==> images/clock_map.png <==
(8 px per µm)
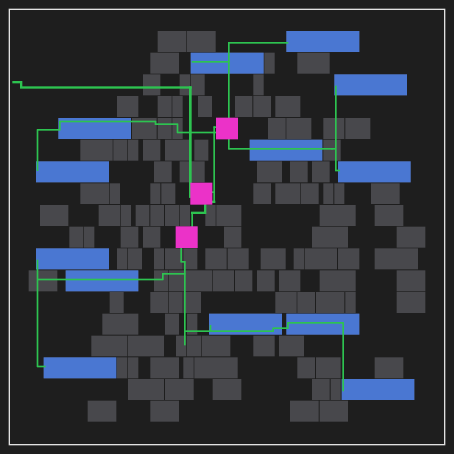
==> images/gate_families.png <==
(6 px per µm)
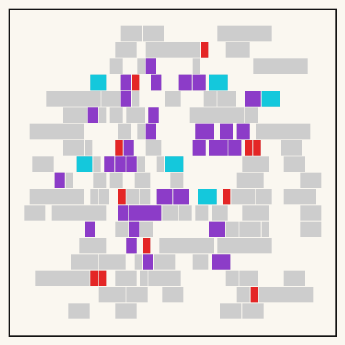
==> images/final_congestion.png <==
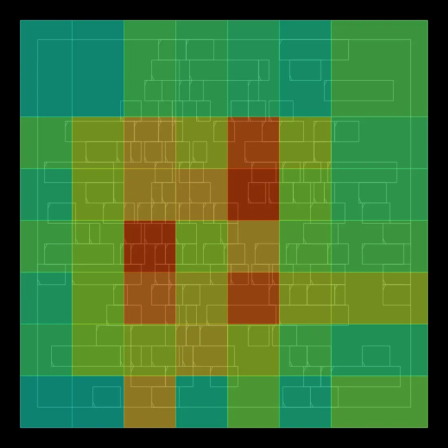
==> images/port_nets.png <==
(8 px per µm)
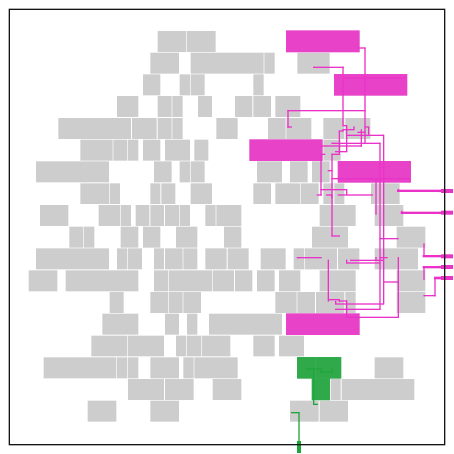
==> images/wire_density.png <==
(6 px per µm) The die is cut into 11 by 11 equal tiles; white is low, dark blue is high, scaled to the fullest tile. Values are wire area over tile area, all layers added.
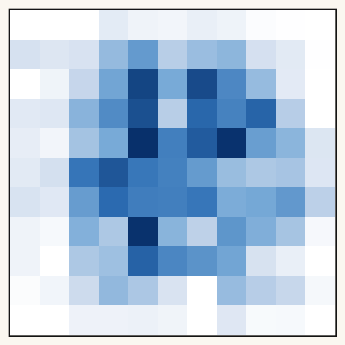
`config.mk`:
```
export PLATFORM = sky130hd
export DESIGN_NAME = countdown_20sys_flat
export DESIGN_NICKNAME = d
export VERILOG_FILES = /design/src/rtl/countdown_20sys_if.sv /design/src/rtl/countdown_20sys.sv /design/src/flat_wrapper.sv
export SDC_FILE = /design/constraint.sdc
export NUM_CORES = 1
export LEC_CHECK = 0
export CORE_MARGIN = 2
export CORE_UTILIZATION = 40
export DETAILED_ROUTE_END_ITERATION = 8
export SYNTH_ARGS = -nofsm -noshare
export SYNTH_HDL_FRONTEND = slang
export SYNTH_SLANG_ARGS = --single-unit
```
`constraint.sdc`:
```
create_clock -name clk -period 2.4 [get_ports clk]
set_clock_uncertainty 0.05 [all_clocks]
set_input_delay 0.24 -clock clk [delete_from_list [all_inputs] [get_ports clk]]
set_output_delay 0.24 -clock clk [all_outputs]
set_load 0.01 [all_outputs]
```
`src/rtl/countdown_20sys_if.sv`:
```
// Control/status bundle for the 20-system down-counter.
//   en, load, din, start, abort : commands from the controller (master -> slave)
//   cnt, busy, done, bout       : counter status (slave -> master)
// clk and rst_n are plain ports on the counter and are not part of this bundle.
interface countdown_20sys_if #(
  parameter int WIDTH = 5
);
  logic             en;
  logic             load;
  logic [WIDTH-1:0] din;
  logic             start;
  logic             abort;
  logic [WIDTH-1:0] cnt;
  logic             busy;
  logic             done;
  logic             bout;

  modport master (
    output en, load, din, start, abort,
    input  cnt, busy, done, bout
  );

  modport slave (
    input  en, load, din, start, abort,
    output cnt, busy, done, bout
  );
endinterface

```
`src/rtl/countdown_20sys.sv`:
```
// Loadable down-counter/timer with range 0..MODULUS-1.
// A load value is saturated to MODULUS-1 and captured into both the count and the
// reload register. START begins the countdown; each EN in RUN decrements once.
// The 1->0 step is the terminal event: bout pulses for one cycle, and the block
// either parks in DONE or, with AUTO_RELOAD=1, reloads and keeps running.
// Ports:
//   clk   : rising-edge clock
//   rst_n : asynchronous reset, active low
//   bus   : countdown_20sys_if.slave (en, load, din, start, abort in;
//           cnt, busy, done, bout out)
module countdown_20sys #(
  parameter int MODULUS     = 20,
  parameter int WIDTH       = 5,
  parameter bit AUTO_RELOAD = 1'b0
) (
  input  logic               clk,
  input  logic               rst_n,
  countdown_20sys_if.slave   bus
);

  typedef enum logic [1:0] {
    S_IDLE = 2'd0,
    S_RUN  = 2'd1,
    S_DONE = 2'd2
  } state_e;

  // One extra bit so the saturation compare still works when MODULUS == 2**WIDTH.
  localparam logic [WIDTH:0]   MOD_EXT = (WIDTH+1)'(MODULUS);
  localparam logic [WIDTH-1:0] MAX_CNT = WIDTH'(MODULUS - 1);
  localparam logic [WIDTH-1:0] ONE     = WIDTH'(1);
  localparam logic [WIDTH-1:0] ZERO    = '0;

  state_e           state_q, state_d;
  logic [WIDTH-1:0] cnt_q,   cnt_d;
  logic [WIDTH-1:0] rld_q,   rld_d;
  logic             bout_q,  bout_d;
  logic [WIDTH-1:0] din_sat;

  assign din_sat = ({1'b0, bus.din} >= MOD_EXT) ? MAX_CNT : bus.din;

  always_comb begin
    // NOTE: every signal gets a default before the case so no path leaves one
    // unassigned, which would infer a latch.
    state_d = state_q;
    cnt_d   = cnt_q;
    rld_d   = rld_q;
    bout_d  = 1'b0;

    unique case (state_q)
      S_IDLE: begin
        // LOAD has priority over START in the same cycle.
        if (bus.load) begin
          cnt_d = din_sat;
          rld_d = din_sat;
        end else if (bus.start) begin
          // Starting from zero has nothing to count: go straight to DONE, no pulse.
          state_d = (cnt_q != ZERO) ? S_RUN : S_DONE;
        end
      end

      S_RUN: begin
        if (bus.abort) begin
          state_d = S_IDLE;
        end else if (bus.en) begin
          if (cnt_q == ONE) begin
            bout_d = 1'b1;
            if (AUTO_RELOAD) begin
              // Reload in the same edge so consecutive periods have no gap.
              cnt_d = rld_q;
            end else begin
              cnt_d   = ZERO;
              state_d = S_DONE;
            end
          end else if (cnt_q != ZERO) begin
            cnt_d = cnt_q - ONE;
          end
        end
      end

      S_DONE: begin
        if (bus.load) begin
          cnt_d   = din_sat;
          rld_d   = din_sat;
          state_d = S_IDLE;
        end else if (bus.start) begin
          cnt_d = rld_q;
          if (rld_q != ZERO) state_d = S_RUN;
        end
      end

      default: state_d = S_IDLE;
    endcase
  end

  always_ff @(posedge clk or negedge rst_n) begin
    // NOTE: state is updated with non-blocking assignments so every flop samples
    // the pre-edge values, independent of statement order.
    if (!rst_n) begin
      state_q <= S_IDLE;
      cnt_q   <= ZERO;
      rld_q   <= ZERO;
      bout_q  <= 1'b0;
    end else begin
      state_q <= state_d;
      cnt_q   <= cnt_d;
      rld_q   <= rld_d;
      bout_q  <= bout_d;
    end
  end

  assign bus.cnt  = cnt_q;
  assign bus.busy = (state_q == S_RUN);
  assign bus.done = (state_q == S_DONE);
  assign bus.bout = bout_q;

endmodule
```
`src/flat_wrapper.sv`:
```
// flat-port wrapper written by rule: the top's interface ports become plain ports
module countdown_20sys_flat 
#(
  parameter int MODULUS     = 20,
  parameter int WIDTH       = 5,
  parameter bit AUTO_RELOAD = 1'b0
)
  (clk, rst_n, bus_en, bus_load, bus_din, bus_start, bus_abort, bus_cnt, bus_busy, bus_done, bus_bout);
  countdown_20sys_if #(.WIDTH(WIDTH)) bus_i ();
  input  logic clk;
  input  logic rst_n;
  input wire logic [$bits(bus_i.en)-1:0] bus_en;
  input wire logic [$bits(bus_i.load)-1:0] bus_load;
  input wire logic [$bits(bus_i.din)-1:0] bus_din;
  input wire logic [$bits(bus_i.start)-1:0] bus_start;
  input wire logic [$bits(bus_i.abort)-1:0] bus_abort;
  output wire logic [$bits(bus_i.cnt)-1:0] bus_cnt;
  output wire logic [$bits(bus_i.busy)-1:0] bus_busy;
  output wire logic [$bits(bus_i.done)-1:0] bus_done;
  output wire logic [$bits(bus_i.bout)-1:0] bus_bout;
  assign bus_i.en = bus_en;
  assign bus_i.load = bus_load;
  assign bus_i.din = bus_din;
  assign bus_i.start = bus_start;
  assign bus_i.abort = bus_abort;
  assign bus_cnt = bus_i.cnt;
  assign bus_busy = bus_i.busy;
  assign bus_done = bus_i.done;
  assign bus_bout = bus_i.bout;
  countdown_20sys #(.MODULUS(MODULUS), .WIDTH(WIDTH), .AUTO_RELOAD(AUTO_RELOAD)) u_core (.clk(clk), .rst_n(rst_n), .bus(bus_i));
endmodule
```
==> flow_summary.toml <==
# physical design summary
[status]
status = "complete, no violations"

[power]
p_sw_w = 0.000654
ir_drop_uv = 601
comb_power_w = 0.000923
swShare_pct = 43.6
power.internal_w = 0.000845
p_comb_share_pct = 61.6
static-leakage-power_nw = 0.541
power_w = 0.00150
p_seq_share_pct = 29.1
powerDensity_nw_per_um2 = 1190
pg_seq_w = 0.000436

[final_timing]
rsz0062_at_grt = "false"
setup_viol = 0
hold_ws_ps = 304
finalHoldViolCount = 0
fmax_mhz = 481
finalWorstSetupSlack_ps = 320
worst_pin_slew_ps = 637
period_used_pct = 86.7
fin_tns_setup_ps = 0
max_slew_margin_pct = 57.4
drv_slew = 0
fin_crit_ps = 2080

[layout]
ff_latch_area_um2 = 325
fillerInstances = 238
utilization_pct = 51.8
stdcell_count = 167
nets = 156
syn_to_final_growth_pct = 24.8
stdcell_area_um2 = 1260
comb_area_um2 = 627
mostFrequentLayoutCell = "clkdlybuf4s50_1"
lay_top_cells = "18 x clkdlybuf4s50_1, 13 x dfrtp_1, 11 x inv_1"
antenna_cells = 0

[yosys]
logic_family = "AND-OR/OR-AND gates"
syn_avg_cell_area_um2 = 8.70
synthCells = 116
async_reset_ff_share_pct = 100
adder_share_pct = 8.67
yosys.cell_types.count = 39
ys_seq_share_pct = 32.2
fp_nets = 134
synth_flops = 13
aoi_share_pct = 24.2
synth_area_um2 = 1010
ys_area_um2 = 1010
ys_cells = 116
xor_share_pct = 0
synth-edff-count = 0
synthFlopType = "dfrtp_1"

[floorplanning]
rows = 18
die_w_um = 54.2
fp_util_pct = 41.5
chipArea_um2 = 2940
die.size.y_um = 54.2

[job]
max_cap_violations = 0
warning_count = 31

[clocking]
cts_resized = 0
htree_levels = 1
clkTransAtPathRegs_ps = 80
cts_tree = "built"
cts_buffers = 3
clock-root-buffer = "clkbuf_4"
cts.sinks = 13
holdBufCountCts = 0
cts_buffer_depth = 2
postCtsSetupBuffers = 0
worstSkewPairLatency_ps = 270

[grt]
grt_start_max_net_pins = 14
grt_pass1_wl_um = 4010
grt_pass1_vias = 879
grt_busiest_layer = "met2"
globalRouteOverflowTotal = 0
use_met1_pct = 25.9
grt_antenna_before_repair = 0

[place]
place_area_um2 = 1230
gp_congestion = 0.843
dp_cells = 163
dpl.hpwl_um = 1890
pre_cts_slack_ps = 338

[worst_setup_path]
critical_path_arrival_ps = 2200
cp_max_fo = 6
worst_setup_path_end_kind = "flop"
reg2reg_depth = 6
path_class = "flop to flop"
critPathRequiredTime_ps = 2510
start_kind = "flop"

[routing]
met2WireLength_um = 1160
via_per_inst = 5.53
route.met3.wl_um = 82
postRouteAntennaNets = 0
first_pass_iters = 4
top_layer = "met4"
drc = 0
drt-met1-wl_um = 1180
drtIter0Drc = 19

[min_path]
hp-class = "input port to async pin"
About clock_map.png:
[clock wires] green | length: 215 µm
[cells driving clock nets] magenta | count: 3
[flip-flops] blue | count: 13
flops lie: spread over the die
Clk. pwr: 0.000140 W
Clk pwr share: 9.3%

About gate_families.png:
[inverting AOI/OAI gates] purple | cells: 31
[AND-OR and OR-AND gates] cyan | cells: 6
[inverters] red | cells: 11

About final_congestion.png:
GR met3 Demand/Resource: 2.46%
met2 Resource Use GR: 30.9%

About port_nets.png:
[bus_cnt] magenta | direction: output | end cells: 5 | buffers: 5 | wire: 232 µm
[bus_abort] green | direction: input | end cells: 3 | buffers: 1 | wire: 13.3 µm
# IOs: 19
port buffer count: 18

About wire_density.png:
mean over tiles: 0.13
tiles over half the peak: 28%
densest ninth of the die: middle
fullest tile: 0.39
vias: 923
final WL: 2440 µm
wire per inst: 14.6 µm
gr usage total: 18.8%

[registers in the layout, indices dropped and copies added (netlist names)]
name,flops
u_core.state_q,2
u_core.bus.cnt,5
u_core.bus.bout,1
u_core.rld_q,5
[final cells by class]
cell class / instances / area share, %
clock buffers: 4 / 2.09
well taps: 30 / 2.98
inverters: 11 / 3.28
repair buffers: 21 / 16.1
flip-flops and latches: 13 / 25.8
multi-input cells: 88 / 49.8
[cells in the mapped netlist (2+ instances only)]
master | n | area, µm²
a21oi_1 | 5 | 25.0
a22oi_1 | 2 | 15.0
a31oi_1 | 6 | 37.5
and3_1 | 3 | 18.8
and3b_1 | 2 | 17.5
clkbuf_1 | 3 | 11.3
dfrtp_1 | 13 | 325
ha_1 | 7 | 87.6
inv_1 | 11 | 41.3
mux2_2 | 3 | 33.8
nand2_1 | 7 | 26.3
nand4_1 | 3 | 18.8
nor2_1 | 6 | 22.5
nor2b_1 | 8 | 50.1
o211ai_1 | 2 | 15.0
o21a_1 | 2 | 15.0
o21ai_0 | 10 | 50.1
o21ai_1 | 2 | 10.0
[worst paths after layout]
kind	from	to	slack, ps
min in group clk	u_core.rld_q[1]	u_core.rld_q[1]	460
worst min-delay path	rst_n	u_core.state_q[0]	300
worst min register to register	u_core.rld_q[1]	u_core.rld_q[1]	460
max in group asynchronous	rst_n	u_core.rld_q[4]	1590
worst max register to register	u_core.bus.cnt[1]	u_core.state_q[1]	320
worst max-delay path	u_core.bus.cnt[1]	u_core.state_q[1]	320
[critical path, cell delays in order, from the launching register on]
cell and delay (ps):
dfrtp_1 420, inv_1 110, ha_1 190, or4b_1 590, o21ai_2 190, nand3_2 110
mux2_4 300
No activity file was given, so power comes from the tool's default toggle rates.
